Design operand_fetch_flat, sky130hd; sources not shown.
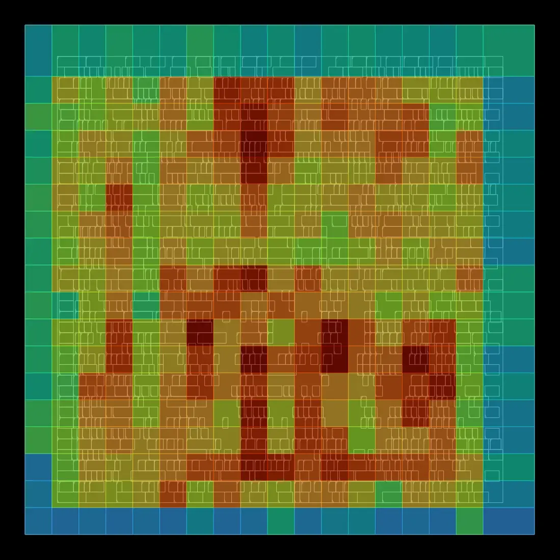
*Routing congestion*
Global Route met2 Usage: 0.4254
met3 Use GR: 0.09456
GR peak layer: met2

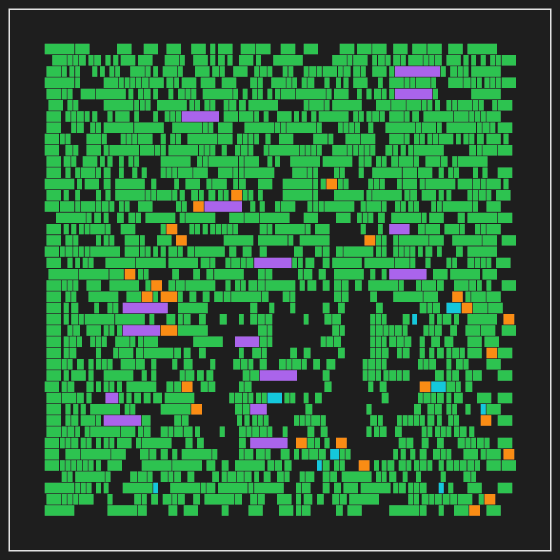
*Cell sizes after repair*
- green: x1 and smaller (cells 1245)
- purple: x6 and larger (cells 15)
- cyan: x2 (cells 9)
- orange: x3 and x4 (cells 25)
Area Overhead vs Synth: 37.96%
design area: 9036 µm²
setup ws final: 0.6113 ns
Non-CTS buffers: 238

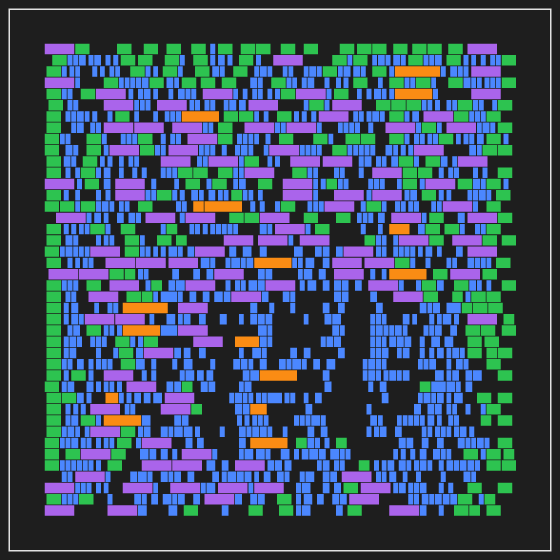
*Cell classes on the final placement*
- orange: clock drivers and dummy loads (cells 16; share of their area 3.9%)
- green: remaining buffers and delay cells (cells 238; share of their area 26%)
- purple: registers (cells 109; share of their area 25%)
- blue: remaining logic cells (cells 931; share of their area 45%)
Site Rows: 42
core area: 13030 µm²
Seq area share: 0.2415
post-layout util: 0.6934

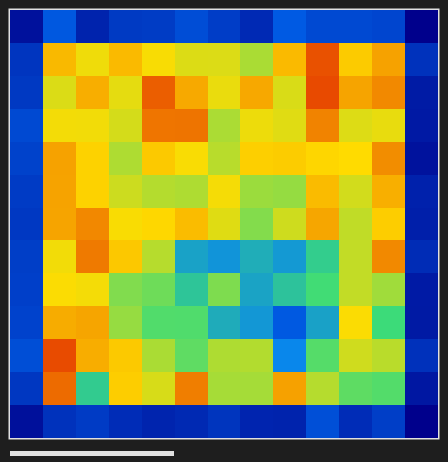
*Placement density heat map*
Scale bar: 50 µm. 13 x 13 tiles, from dark blue (low) to red (high), 0 to 100% covered.
- fullest tile: 92%
- tiles over 75% full: 27%
- nearly empty tiles: 1.2%
- mean over tiles: 52%
fp util: 0.5026

==> impl_metrics.csv <==
group,metric,value,unit
run_status,outcome,"finished, final reports clean",
floorplan,die-width,130.5,µm
clocking,clkTransAtPathRegs,0.07,ns
timing,finalCritPeriodShare,0.8765,
power,p_comb_frac,0.254,
timing,finalSetupViolations,0,
synth,syn-num-nets,1248,
setup_path,critPathLaunchType,"input port",
timing,tightest_slew,0.9311,ns
timing,slew_viol_final,0,
setup_path,path_buffers,4,
clocking,htree_num_levels,3,
clocking,clock_path_buffers,2,
timing,finalHoldViolations,0,
routing,vias,7662,
routing,met1Wirelength,9374,µm
setup_path,cp_num_cells,12,
global_route,grt-ovfl-total,0,
synth,top_cells_by_count,"308 x nand2_1, 189 x nor2_1, 125 x inv_1",
synth,synthArstFlopShare,0,
routing,drcViolationCount,0,
power,power_switching,723.4,µW
run,warnings,26,
power,power.internal,1697,µW
synth,syn_area,6550,µm²
synth,ys_types,22,
timing,rsz0062_at_grt,"no",
power,pwr-share-clk,0.346,
routing,met3_wirelength,3242,µm
clocking,cts_tree,"done",
clocking,hold_buffers,0,
power,ir_drop,0.1908,mV
setup_path,path_max_fanout,7,
min_path,whs_path_depth,2,
run,maxCapViolCount,0,
floorplan,io_pins,217,
power,cellLeakagePower,0.004108,µW
global_route,grt_pass1_vias,7058,
setup_path,cp.required,3.96,ns
timing,setup_tns,0,ns
timing,relSlewSlack,0.3793,
synth,top_cells_by_area,"dfxtp_1 33%, nand2_1 18%, nor2_1 11%",
synth,syn_inst,1120,
min_path,hold_path_class,"register to register",
power,power.density,267.8,nW/µm²
clocking,post_cts_buffers,0,
timing,min_period,4.339,ns
place,numPortBuffers,216,
setup_path,cpPeakStageDelay,0.68,ns
power,power_frac_seq,0.399,
global_route,antenna_found_initial,0,
place,hpwl,17000,µm
clocking,clock_latency,0.36,ns
synth,ys.flops,109,
clocking,cts.sinks,109,
timing,fin_skew,0.01519,ns
place,dp_worst_setup_slack,0.6820,ns
synth,ys_cells,1120,
setup_path,arrival,3.35,ns
global_route,grt_pass1_wl,36180,µm
synth,synth_warnings,0,
global_route,grt_max_degree,65,
finish,logic_area,3472,µm²
clocking,numCtsBuffers,9,
routing,wl_per_cell,15.94,µm
place,gp_congestion,0.9857,
routing,drtIter0Drc,740,
finish,nFillCells,1187,
setup_path,r2r_setup_slack,2.19,ns
routing,vias_per_cell,5.212,
finish,drive_above_1_share,0.03787,
setup_path,path_delay_family,"buffers and inverters",
global_route,grt.total_usage,0.2710,
setup_path,crit_top_cell,"nand2_1",
power,sw_frac_of_total,0.2989,
clocking,cts_root_buffer,"clkbuf_16",
synth,synth_top_area_share,0.3331,
synth,flop_cell,"dfxtp_1",
place,placed_cells,1454,
finish,nets,1417,
setup_path,r2r_cells,14,
setup_path,end_kind,"primary output",
synth,top_cell,"nand2_1",
timing,max_clock_freq,0.2305,GHz
synth,top_area_cell,"dfxtp_1",
-- area by class of cell --
cell class | count | area share
repair buffers | 238 | 0.2575
well taps | 176 | 0.02437
inverters | 131 | 0.05442
clock buffers | 10 | 0.02645
multi-input cells | 800 | 0.3842
flip-flops and latches | 109 | 0.2415
clock inverters | 6 | 0.01149
-- cell usage in the layout, fill, tap and decap left out, drive strengths merged --
cell,netlist,final
o21ai,111,111
buf,48,22
nand2,309,309
a21oi,38,38
nor2,191,191
dfxtp,109,109
o22ai,10,10
nand3,94,94
clkdlybuf4s50,0,216
nand4,39,39
inv,129,131
nor3,8,8
clkinvlp,0,1
clkinv,2,3
bufinv,0,2
clkbuf,32,10
-- through the flow --
stage               instance area, µm²  utilization  hold WS [ns]  total power [µW]
finish                            9036       0.6934        0.4796              2420
global route                      9036       0.6934        0.5023              2540
CTS                               9036       0.6934        0.4853              2430
detailed placement                8693       0.6671        0.4579              1598
global placement                  8693       0.6671        0.4552              1592
floorplan                         6550            -        0.4798              1295
-- cell families after synthesis --
family / Yosys count / synth area share
and+or+nand+nor: 641 / 0.4044
DFF: 109 / 0.3331
AOI/OAI and AO/OA: 159 / 0.1234
buffers and inverters: 211 / 0.1391
-- metal layers --
metal	vias to the layer above	global-route usage
met1	3316	0.3379
met2	445	0.4254
met4	0	0.09723
met3	43	0.09456
li1	3858	-
met5	-	0
-- tightest hold or removal path: stages (launching register included) --
cell,delay (ns)
dfxtp_1,0.33
nor2_1,0.04
nor2_1,0.08
-- power by group through the flow --
stage / Combinational (µW) / Clock (µW) / Sequential [µW]
3_5_place_dp: 611 / 0 / 987
4_1_cts: 616 / 848 / 967
5_1_grt: 681 / 884 / 974
3_3_place_gp: 608 / 0 / 984
6_report: 616 / 838 / 967
2_1_floorplan: 281 / 0 / 1010
Power figures rest on the tool's default switching activity, not on a simulated workload.
